--- src/rtl/key_entry_pkg.sv ---
// Shared key codes, ASCII bases and FSM state type for the keyboard text-entry path.
package key_entry_pkg;

    localparam logic [4:0] CODE_LAST_LETTER = 5'd25;
    localparam logic [4:0] CODE_BKSP        = 5'd26;
    localparam logic [4:0] CODE_CAPS        = 5'd27;
    localparam logic [4:0] CODE_ENTER       = 5'd28;
    localparam logic [4:0] CODE_SPACE       = 5'd29;

    localparam logic [6:0] ASCII_LOWER_A = 7'h61;
    localparam logic [6:0] ASCII_UPPER_A = 7'h41;
    localparam logic [6:0] ASCII_SPACE   = 7'h20;

    typedef enum logic [1:0] {
        S_IDLE  = 2'd0,
        S_PRESS = 2'd1,
        S_HOLD  = 2'd2
    } state_e;

    // Caps lock and enter toggle/commit once per physical press; everything else may repeat.
    function automatic logic is_repeatable(input logic [4:0] code);
        return (code <= CODE_BKSP) || (code == CODE_SPACE);
    endfunction

endpackage

--- src/rtl/key_char_map.sv ---
// Combinational key-code to ASCII translation; flags codes that insert a character.
module key_char_map
    import key_entry_pkg::*;
(
    input  logic [4:0] code_i,
    input  logic       capital_i,
    output logic [6:0] ascii_o,
    output logic       is_insert_o
);

    always_comb begin
        ascii_o     = '0;
        is_insert_o = 1'b0;
        if (code_i <= CODE_LAST_LETTER) begin
            ascii_o     = (capital_i ? ASCII_UPPER_A : ASCII_LOWER_A) + {2'b00, code_i};
            is_insert_o = 1'b1;
        end else if (code_i == CODE_SPACE) begin
            ascii_o     = ASCII_SPACE;
            is_insert_o = 1'b1;
        end
    end

endmodule

--- src/rtl/key_entry_ctrl.sv ---
// Keyboard text-entry controller: press FSM, caps lock, DEPTH-character line buffer, commit.
// Define KEY_ENTRY_REPEAT_EN to compile in hold-to-repeat for letters, space and backspace.
module key_entry_ctrl
    import key_entry_pkg::*;
#(
    parameter int DEPTH         = 4,
    parameter int REPEAT_DELAY  = 50_000_000,
    parameter int REPEAT_PERIOD = 10_000_000
) (
    input  logic                         clk,
    input  logic                         rst_n,
    input  logic [4:0]                   digit,
    input  logic [511:0]                 key_down,
    output logic                         capital,
    output logic [7*DEPTH-1:0]           char_buf,
    output logic [$clog2(DEPTH+1)-1:0]   char_cnt,
    output logic                         commit_valid,
    output logic [7*DEPTH-1:0]           commit_data,
    output logic [$clog2(DEPTH+1)-1:0]   commit_cnt,
    output logic                         overflow
);

    localparam int CW = $clog2(DEPTH+1);

    if (DEPTH < 2 || DEPTH > 8 || REPEAT_DELAY < 2 || REPEAT_PERIOD < 2) begin : g_bad_cfg
        $error("key_entry_ctrl: DEPTH must be 2..8 and repeat timings at least 2");
    end

    state_e             state_q, state_d;
    logic [4:0]         code_q, code_d;
    logic               capital_q, capital_d;
    logic [6:0]         chars_q [DEPTH];
    logic [6:0]         chars_d [DEPTH];
    logic [CW-1:0]      cnt_q, cnt_d;
    logic               commit_valid_q, commit_valid_d;
    logic [7*DEPTH-1:0] commit_data_q, commit_data_d;
    logic [CW-1:0]      commit_cnt_q, commit_cnt_d;
    logic               overflow_q, overflow_d;

    logic               any_key;
    logic [6:0]         ascii;
    logic               is_insert;

`ifdef KEY_ENTRY_REPEAT_EN
    localparam int RMAX = (REPEAT_DELAY > REPEAT_PERIOD) ? REPEAT_DELAY : REPEAT_PERIOD;
    localparam int RW   = $clog2(RMAX);

    logic [RW-1:0] rep_cnt_q, rep_cnt_d;
    logic          repeat_q, repeat_d;
`endif

    assign any_key = |key_down;

    key_char_map u_char_map (
        .code_i      (code_q),
        .capital_i   (capital_q),
        .ascii_o     (ascii),
        .is_insert_o (is_insert)
    );

    always_comb begin
        for (int i = 0; i < DEPTH; i++) begin
            char_buf[7*i +: 7] = chars_q[i];
        end
    end

    // NOTE: every variable gets a default at the top so no path leaves one unassigned (no latches).
    always_comb begin
        state_d        = state_q;
        code_d         = code_q;
        capital_d      = capital_q;
        chars_d        = chars_q;
        cnt_d          = cnt_q;
        commit_valid_d = 1'b0;
        commit_data_d  = commit_data_q;
        commit_cnt_d   = commit_cnt_q;
        overflow_d     = 1'b0;
`ifdef KEY_ENTRY_REPEAT_EN
        rep_cnt_d      = rep_cnt_q;
        repeat_d       = repeat_q;
`endif

        case (state_q)
            S_IDLE: begin
                if (any_key) begin
                    state_d = S_PRESS;
                    code_d  = digit;
`ifdef KEY_ENTRY_REPEAT_EN
                    repeat_d = 1'b0;
`endif
                end
            end

            S_PRESS: begin
                state_d = S_HOLD;
`ifdef KEY_ENTRY_REPEAT_EN
                // Intervals are counted press-to-press, so the PRESS cycle itself is one of them.
                rep_cnt_d = repeat_q ? RW'(REPEAT_PERIOD - 1) : RW'(REPEAT_DELAY - 1);
`endif
                if (is_insert) begin
                    if (cnt_q == CW'(DEPTH)) begin
                        overflow_d = 1'b1;
                    end else begin
                        for (int i = 0; i < DEPTH; i++) begin
                            if (i == int'(cnt_q)) chars_d[i] = ascii;
                        end
                        cnt_d = cnt_q + CW'(1);
                    end
                end else begin
                    case (code_q)
                        CODE_BKSP: begin
                            if (cnt_q != '0) begin
                                for (int i = 0; i < DEPTH; i++) begin
                                    if (i == int'(cnt_q) - 1) chars_d[i] = '0;
                                end
                                cnt_d = cnt_q - CW'(1);
                            end
                        end
                        CODE_CAPS: capital_d = ~capital_q;
                        CODE_ENTER: begin
                            commit_valid_d = 1'b1;
                            commit_data_d  = char_buf;
                            commit_cnt_d   = cnt_q;
                            for (int i = 0; i < DEPTH; i++) chars_d[i] = '0;
                            cnt_d = '0;
                        end
                        default: ;
                    endcase
                end
            end

            S_HOLD: begin
                if (!any_key) begin
                    state_d = S_IDLE;
                end
`ifdef KEY_ENTRY_REPEAT_EN
                else begin
                    if (rep_cnt_q == RW'(1) && is_repeatable(code_q)) begin
                        state_d  = S_PRESS;
                        repeat_d = 1'b1;
                    end
                    if (rep_cnt_q != '0) rep_cnt_d = rep_cnt_q - RW'(1);
                end
`endif
            end

            default: state_d = S_IDLE;
        endcase
    end

    // NOTE: state uses non-blocking assignments so every register samples pre-edge values.
    always_ff @(posedge clk or negedge rst_n) begin
        if (!rst_n) begin
            state_q        <= S_IDLE;
            code_q         <= '0;
            capital_q      <= 1'b0;
            // NOTE: the line buffer is reset because an aborted line must read back as all zeros.
            chars_q        <= '{default: '0};
            cnt_q          <= '0;
            commit_valid_q <= 1'b0;
            commit_data_q  <= '0;
            commit_cnt_q   <= '0;
            overflow_q     <= 1'b0;
        end else begin
            state_q        <= state_d;
            code_q         <= code_d;
            capital_q      <= capital_d;
            chars_q        <= chars_d;
            cnt_q          <= cnt_d;
            commit_valid_q <= commit_valid_d;
            commit_data_q  <= commit_data_d;
            commit_cnt_q   <= commit_cnt_d;
            overflow_q     <= overflow_d;
        end
    end

`ifdef KEY_ENTRY_REPEAT_EN
    always_ff @(posedge clk or negedge rst_n) begin
        if (!rst_n) begin
            rep_cnt_q <= '0;
            repeat_q  <= 1'b0;
        end else begin
            rep_cnt_q <= rep_cnt_d;
            repeat_q  <= repeat_d;
        end
    end
`endif

    assign capital      = capital_q;
    assign char_cnt     = cnt_q;
    assign commit_valid = commit_valid_q;
    assign commit_data  = commit_data_q;
    assign commit_cnt   = commit_cnt_q;
    assign overflow     = overflow_q;

endmodule

--- config.mk ---
export PLATFORM = sky130hd
export DESIGN_NAME = key_entry_ctrl
export DESIGN_NICKNAME = d
export VERILOG_FILES = /design/src/rtl/key_entry_pkg.sv /design/src/rtl/key_char_map.sv /design/src/rtl/key_entry_ctrl.sv
export SDC_FILE = /design/constraint.sdc
export NUM_CORES = 1
export LEC_CHECK = 0
export ABC_AREA = 1
export CORE_AREA = 3 3 227 229
export DETAILED_ROUTE_END_ITERATION = 8
export DIE_AREA = 0 0 230 232
export PLACE_DENSITY = 0.52
export SLEW_MARGIN = 30
export SYNTH_ARGS = -nofsm -noshare
export SYNTH_HDL_FRONTEND = slang
export SYNTH_SLANG_ARGS = --single-unit
--- constraint.sdc ---
create_clock -name clk -period 2.9 [get_ports clk]
set_input_delay 0.29 -clock clk [delete_from_list [all_inputs] [get_ports clk]]
set_output_delay 0.29 -clock clk [all_outputs]
set_load 0.02 [all_outputs]
### Routed metal, one colour a layer

Scale: 2 px per um.
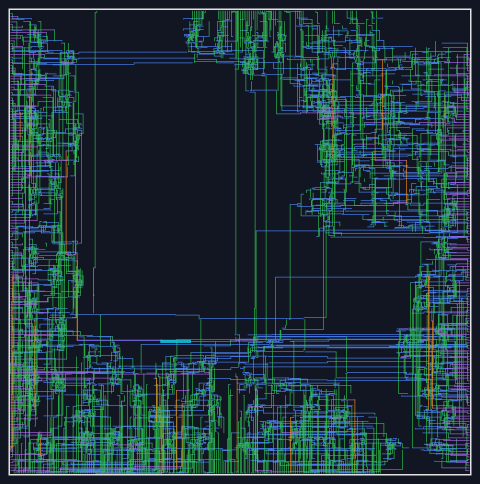
Key: met5 = cyan [wire length 13.8 um]; met4 = orange [wire length 1500 um]; met2 = green [wire length 19800 um]; met1 = blue [wire length 16200 um]; met3 = purple [wire length 3250 um]
total via count after detailed routing: 9968
total wire length after detailed routing: 40900 um
Routed WL per cell: 16.5 um
GRT Util Overall: 14.5%

### Clock network drawn from the DEF

Scale: 1 px per um.
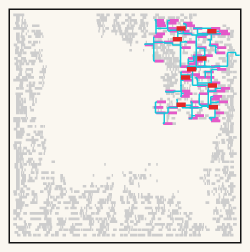
Key: clock wires = cyan [length 911 um]; cells driving clock nets = red [count 9]; flip-flops = magenta [count 72]
There are 10 routed clock nets.
P_clk: 1.28 mW
part of the total power dissipated in the clock network: 38.3%
clk_skew: 0.00393 ns
worst-skew pair later-pin latency: 0.33 ns

==> summary.txt <==
Implementation numbers.

- The final critical path time including I/O delays and setup reads 2.49 ns.
- The maximum number of pins on one net before global-route repair is about 44.
- The checks that failed: negative hold slack.
- The global router reports that the layer with the highest usage is met2.
- The number of search-and-repair iterations in the first detailed-routing pass reads 5.
- Of the total synthesized cell area, the portion taken by full adders, half adders and majority gates is 2.22%.
- The gate count after technology mapping reads 1199.
- The cell total after placement is about 2500.
- The critical register-to-register path endpoint reads commit_data[2].
- In the layout the commonest cells are nor2_1 (658), clkdlybuf4s50_1 (582), nand2_1 (254), dfrtp_1 (72), nand4_1 (63).
- The highest-count logic cell in the final layout reads nor2_1.
- Per the timing report, the most critical flop-to-flop path originates at code_q[1].
- The net count after synthesis reads about 1700.
- The actual transition at the worst max-transition pin reads 0.758 ns.
- The yosys synthesis chip area is roughly 6800 um^2.
- At the placement stage, the worst setup path has a slack of around 0.36 ns.
- During placement, the flow inserted port buffers numbering about 580.
- Looking at the setup timing report, the critical path kind is flip-flop to flip-flop.
- The last element of the critical path is commit_data[2].
- Per the summary, power density relative to cell area is around 240 nW/um^2.
- The wire length of the first global-routing pass is between 50000 and 60000 um.
- Total power for the finished layout comes to around 3.4 mW.
- Setup violations remaining at the end of the flow were counted as 0.
- For reference, the final report shows the hold violation count at 5.
- Routing resource usage on met2 recorded by global route was between 20% and 30%.
- The initial antenna violation count is 12.
- Based on the critical path, the design can be clocked at up to 0.402 GHz.
- The number of nets with antenna violations after routing reads 0.
- The tightest hold path in the finished design has a slack of -0.00414 ns.
- The total clock sinks reads roughly 70.
- The depth of the most critical reg-to-reg path reads 13.
- The setup TNS after final layout reads 0 ns.
- The post-CTS clock slew at the launch and capture registers of the worst setup and hold paths is about 0.060 ns.
- The number of vias per cell after detailed routing is just over 4.
- Setup repair after global routing left no endpoint under its margin.
- The flow ran to the end, but the final reports show violations.
- The area of the core region is roughly 50000 um^2.
- The clock H-tree reported by CTS has 3 levels.
- The peak fanout along the critical path is 23.
- The count of synthesis-stage warnings from yosys is 0.
- The kind of path behind the tightest hold check is input pin to async pin.
- The distinct cell type count after synthesis reads 30.
- The die covers 53400 um^2.
-- routing by layer --
metal,share of wire (%),vias to the layer above
met5,0.032,-
met4,3.7,2
met3,8.0,68
met2,49,474
met1,40,4401
li1,-,5023
-- area by class of cell --
type                            count  area (um^2)
Clock inverter                      5          103
Multi-Input combinational cell   1090         4750
Antenna cell                        7         17.5
Clock buffer                       11          253
Inverter                           29          111
Sequential cell                    72         1800
Fill cell                        5550        36100
Timing Repair Buffer              590         5900
Tap cell                          672          841
-- worst register-to-register path: stages (launching register included) --
cell and delay [ns]:
dfrtp_1 0.46, inv_1 0.10, ha_1 0.24, inv_1 0.12, o21ai_2 0.09, nand2_1 0.08
nand2_2 0.09, a21oi_4 0.25, nand2_2 0.12, nor2_4 0.09, buf_4 0.30, buf_4 0.28
nor2_1 0.06, a21oi_1 0.13
-- power breakdown --
group | leakage, nW | internal [mW] | switching, mW | total [mW]
clock network | 0.172 | 0.885 | 0.400 | 1.28
registers | 1.00 | 1.01 | 0 | 1.01
logic | 4.06 | 0.710 | 0.355 | 1.07
total | 5.23 | 2.60 | 0.755 | 3.35
-- cell usage after synthesis (all sizes together) --
library cell  instances  area share [%]
o21ai                38             3.0
a21oi                11             1.1
nand3                18             2.0
ha                   12             2.2
xnor2                 1            0.13
and2                  1           0.093
nand4                63             5.8
xor2                  2            0.26
buf                   8             1.3
inv                  29             1.6
nor2                660              37
nand2               258              15
a31oi                 1           0.093
o211ai                1            0.11
or2                   1           0.093
dfrtp                72              27
a31o                  1            0.13
mux2                 22             3.7
-- sequential cells by signal, summed over array words and instances (netlist names) --
| signal | count |
|---|---|
| capital | 1 |
| commit_valid | 1 |
| commit_cnt | 3 |
| code_q | 5 |
| char_buf | 28 |
| state_q | 2 |
| overflow | 1 |
| commit_data | 28 |
| char_cnt | 3 |
Power figures rest on the tool's default switching activity, not on a simulated workload.
